Floorplan with the power grid:
Pins as bars on the die edge.
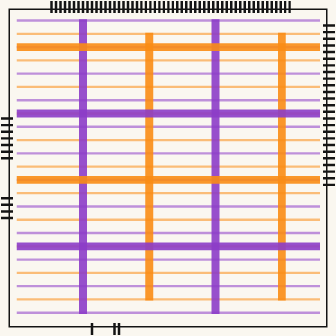
Placement by cell class:
The bar under the picture is 20 um long.
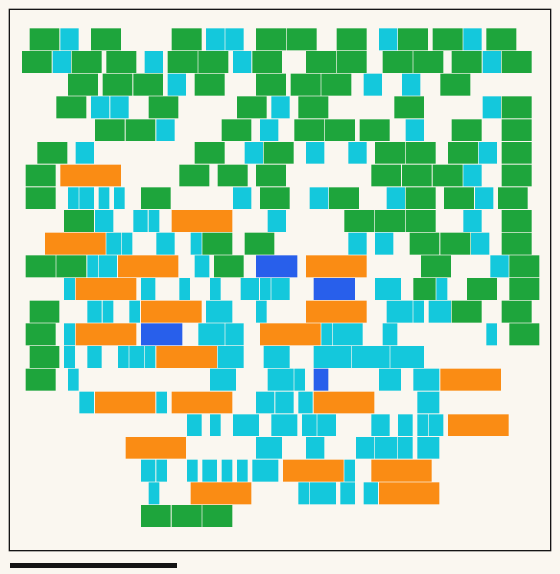
Routed clock nets over the placement:
The bar under the picture is 20 um long.
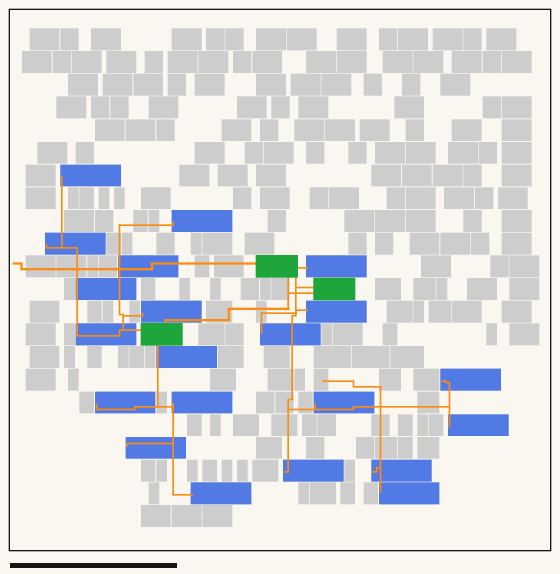
<file path="src/rtl/axi_apb_pkg.sv">
// Shared AXI read-response constants and the read-channel FSM state type.
package axi_apb_pkg;

    localparam logic [1:0] RESP_OKAY   = 2'b00;
    localparam logic [1:0] RESP_SLVERR = 2'b10;

    typedef enum logic {
        IDLE,
        BURST
    } rd_state_t;

endpackage

</file>
<file path="src/rtl/axi_r_slice.sv">
// One-entry registered R-channel slice; loads whenever it is empty or being drained,
// so a continuous rready=1 stream runs without bubbles.
module axi_r_slice #(
    parameter int DATA_WIDTH = 32,
    parameter int ID_WIDTH   = 4
) (
    input  logic                  clk,
    input  logic                  rst,
    input  logic                  avail,
    input  logic [ID_WIDTH-1:0]   in_id,
    input  logic [DATA_WIDTH-1:0] in_data,
    input  logic [1:0]            in_resp,
    input  logic                  in_last,
    output logic                  load,
    output logic                  rvalid,
    input  logic                  rready,
    output logic [ID_WIDTH-1:0]   rid,
    output logic [DATA_WIDTH-1:0] rdata,
    output logic [1:0]            rresp,
    output logic                  rlast
);

    assign load = avail & (~rvalid | rready);

    always_ff @(posedge clk) begin
        if (rst) begin
            rvalid <= 1'b0;
            rid    <= '0;
            rdata  <= '0;
            rresp  <= '0;
            rlast  <= 1'b0;
        end else if (load) begin
            rvalid <= 1'b1;
            rid    <= in_id;
            rdata  <= in_data;
            rresp  <= in_resp;
            rlast  <= in_last;
        end else if (rready) begin
            rvalid <= 1'b0;
        end
    end

endmodule

</file>
<file path="src/rtl/axi_rdata_resp.sv">
// AXI read-data responder: walks one burst descriptor at a time, popping beats from a
// read-data FIFO onto the R channel. Build option R_OUTPUT_REG_EN adds a registered R slice.
module axi_rdata_resp
    import axi_apb_pkg::*;
#(
    parameter int DATA_WIDTH = 32,
    parameter int ID_WIDTH   = 4
) (
    input  logic                  clk,
    input  logic                  rst,
    input  logic                  cmd_valid,
    input  logic [ID_WIDTH-1:0]   cmd_id,
    input  logic [7:0]            cmd_len,
    output logic                  cmd_ready,
    input  logic                  fifo_empty,
    input  logic [DATA_WIDTH+1:0] fifo_data,
    output logic                  fifo_rd,
    output logic                  rvalid,
    input  logic                  rready,
    output logic [ID_WIDTH-1:0]   rid,
    output logic [DATA_WIDTH-1:0] rdata,
    output logic [1:0]            rresp,
    output logic                  rlast
);

    rd_state_t             state_q, state_d;
    logic [ID_WIDTH-1:0]   rid_q;
    logic [7:0]            len_q;
    logic [7:0]            beat_cnt;
    logic                  beat_avail;
    logic                  beat_last;

    assign cmd_ready  = (state_q == IDLE);
    assign beat_avail = (state_q == BURST) & ~fifo_empty;
    assign beat_last  = (beat_cnt == len_q);

    always_comb begin
        state_d = state_q;
        case (state_q)
            IDLE:    if (cmd_valid) state_d = BURST;
            BURST:   if (fifo_rd && beat_last) state_d = IDLE;
            default: state_d = IDLE;
        endcase
    end

    // beat_cnt wraps only on the pop of beat 256, which is already the last beat.
    always_ff @(posedge clk) begin
        if (rst) begin
            state_q  <= IDLE;
            rid_q    <= '0;
            len_q    <= '0;
            beat_cnt <= '0;
        end else begin
            state_q <= state_d;
            if (cmd_valid && cmd_ready) begin
                rid_q    <= cmd_id;
                len_q    <= cmd_len;
                beat_cnt <= '0;
            end else if (fifo_rd) begin
                beat_cnt <= beat_cnt + 8'd1;
            end
        end
    end

`ifdef R_OUTPUT_REG_EN
    axi_r_slice #(
        .DATA_WIDTH (DATA_WIDTH),
        .ID_WIDTH   (ID_WIDTH)
    ) u_slice (
        .clk     (clk),
        .rst     (rst),
        .avail   (beat_avail),
        .in_id   (rid_q),
        .in_data (fifo_data[DATA_WIDTH-1:0]),
        .in_resp (fifo_data[DATA_WIDTH+1:DATA_WIDTH]),
        .in_last (beat_last),
        .load    (fifo_rd),
        .rvalid  (rvalid),
        .rready  (rready),
        .rid     (rid),
        .rdata   (rdata),
        .rresp   (rresp),
        .rlast   (rlast)
    );
`else
    // Payload is gated by rvalid so an idle channel reads as all zeros.
    assign rvalid  = beat_avail;
    assign fifo_rd = rvalid & rready;
    assign rid     = rvalid ? rid_q : '0;
    assign rdata   = rvalid ? fifo_data[DATA_WIDTH-1:0] : '0;
    assign rresp   = rvalid ? fifo_data[DATA_WIDTH+1:DATA_WIDTH] : 2'b00;
    assign rlast   = rvalid & beat_last;
`endif

endmodule
</file>
<file path="config.mk">
export PLATFORM = sky130hd
export DESIGN_NAME = axi_rdata_resp
export DESIGN_NICKNAME = d
export VERILOG_FILES = /design/src/rtl/axi_apb_pkg.sv /design/src/rtl/axi_r_slice.sv /design/src/rtl/axi_rdata_resp.sv
export SDC_FILE = /design/constraint.sdc
export NUM_CORES = 1
export LEC_CHECK = 0
export ABC_CLOCK_PERIOD_IN_PS = 4200
export CORE_UTILIZATION = 30
export DETAILED_ROUTE_END_ITERATION = 8
export PLACE_DENSITY_LB_ADDON = 0.12
export SLEW_MARGIN = 20
export SYNTH_ARGS = -nofsm -noshare
export SYNTH_HDL_FRONTEND = slang
export SYNTH_SLANG_ARGS = --single-unit
</file>
<file path="constraint.sdc">
create_clock -name clk -period 4.2 [get_ports clk]
set_clock_uncertainty 0.15 [all_clocks]
set_input_delay 0.84 -clock clk [delete_from_list [all_inputs] [get_ports clk]]
set_output_delay 0.84 -clock clk [all_outputs]
set_load 0.005 [all_outputs]
</file>
==> GITHUB_STEP_SUMMARY <==
## Implementation flow summary

| Metric | Value |
|---|---|
| Status | finished clean |
| CTS root buffer | clkbuf_8 |
| Lkg Pwr | 0.804 nW |
| Crit path to | rdata[9] |
| Fin Hold WS | approximately 300 ps |
| H-tree Lvls | 1 |
| Cells in synth_stat.txt | ~150 |
| DRT met1 WL | roughly 1.6 mm |
| Gr busiest metal | met2 |
| Tot Pwr | about 0.46 mW |
| Routability Congestion | between 0.7 and 0.8 |
| Cell Area, Placed | 0.00214 mm^2 |
| Main flop type | dfxtp_1 |
| Syn Nets | between 200 and 250 |
| First-pass detailed-route iteration total | 4 |
| Slew HR | 0.478 |
| Max-Cap Viols | 0 |
| Final ANT Viol Nets | 0 |
| Post-synth seq share | 0.356 |
| Hold Fails Final Rpt | 0 |
| Port buffer count | approximately 90 |
| Crit path max fanout | 39 |
| Area growth, synth to finish | 85.0% |
| Dpl cells | around 290 |
| Initial antenna violation count | 0 |
| Reg2Reg Setup Slack | approximately 2600 ps |
| Core ar. | ~0.0037 mm^2 |
| Chip area | between 0.004 and 0.005 mm^2 |
| # IOs | between 90 and 100 |
| P_comb | 0.119 mW |
| CTS Sinks | 21 |
| Top-area cell share | 0.356 |
| Final worst path period share | 0.843 |
| Iteration-0 DRC Markers | around 65 |
| Met2 GRT Util | 0.273 |
| Max-slew violation count | 0 |
| Grt met3 use | 0.0493 |
| Final min period | between 3000 and 4000 ps |
Notes on 'floorplan with the power grid' above:
| color | net |
|---|---|
| orange | VDD |
| purple | VSS |
signal pins: 93
met4 straps: 4
rows: 22
met1 rails: 23
met5 straps: 4
Worst VDD drop: 0.192 mV
die width: 64.7 um

Notes on 'placement by cell class' above:
| color | class | cells |
|---|---|---|
| green | remaining buffers and delay cells | 93 |
| cyan | remaining logic cells | 124 |
| blue | clock drivers and dummy loads | 4 |
| orange | sequential cells | 21 |
sequential fraction of total cell area: 0.193
fin area: 0.00218 mm^2

Notes on 'routed clock nets over the placement' above:
[blue] flip-flops | count: 21
[orange] clock wires | length: 247 um
[green] clock-net drivers | count: 3
routed clock nets: 4
Clock power frac: 0.286
Worst-Skew Late Latency: 260 ps
P_clk: 0.133 mW

## state kept, by name, summed over array words and instances, names as in the netlist
signal and flops:
beat_cnt 8, len_q 8, rid_q 4, state_q 1
## layout by cell type (no fill, tap or decap)
cell type and count:
or3_1 2, o31ai_1 2, nor3_1 1, xor2_1 2, or3_2 1, o21ai_0 3, a21oi_1 16, nand4_2 1
nand2b_1 2, inv_1 3, or4_4 1, clkbuf_8 3, ha_1 1, nor2b_1 1, nand4_1 4, mux2i_1 1
xnor2_1 8, nand2b_2 1, buf_4 1, clkinv_2 1, nand4b_1 1, dfxtp_1 21, nand2_1 26, o31a_1 1
or4_1 1, clkdlybuf4s50_1 92, a21oi_2 1, nand3b_1 1, and2_1 38, nor2_1 5
## final cells by class
| type | count | area (um^2) |
|---|---|---|
| fillers | 367 | 1530 |
| repair buffers | 93 | 928 |
| multi-input cells | 121 | 717 |
| flip-flops and latches | 21 | 420 |
| well taps | 48 | 60.1 |
| clock buffers | 3 | 41.3 |
| inverters | 3 | 11.3 |
| clock inverters | 1 | 5.00 |
## critical path: stages
cell	delay (ps)
clkdlybuf4s50_1	430
nand2b_2	240
inv_1	80
buf_4	270
and2_1	190
clkdlybuf4s50_1	500
## worst min-delay path by stage
stage	end	start	cells past startpoint
2_1_floorplan	rid_q[0]	rid_q[0]	2
3_3_place_gp	rid_q[0]	rid_q[0]	2
3_5_place_dp	rid_q[2]	rid_q[2]	2
4_1_cts	rid_q[2]	rid_q[2]	2
5_1_grt	rid_q[2]	rid_q[2]	2
6_report	rid_q[2]	rid_q[2]	2
## cells by family after synthesis
| logic type | synth area share |
|---|---|
| buf+inv | 0.0361 |
| mux | 0.00848 |
| compound gates | 0.108 |
| xor+xnor | 0.0742 |
| simple gates | 0.406 |
| fa+ha+maj | 0.0106 |
| flops | 0.356 |
Power figures rest on the tool's default switching activity, not on a simulated workload.
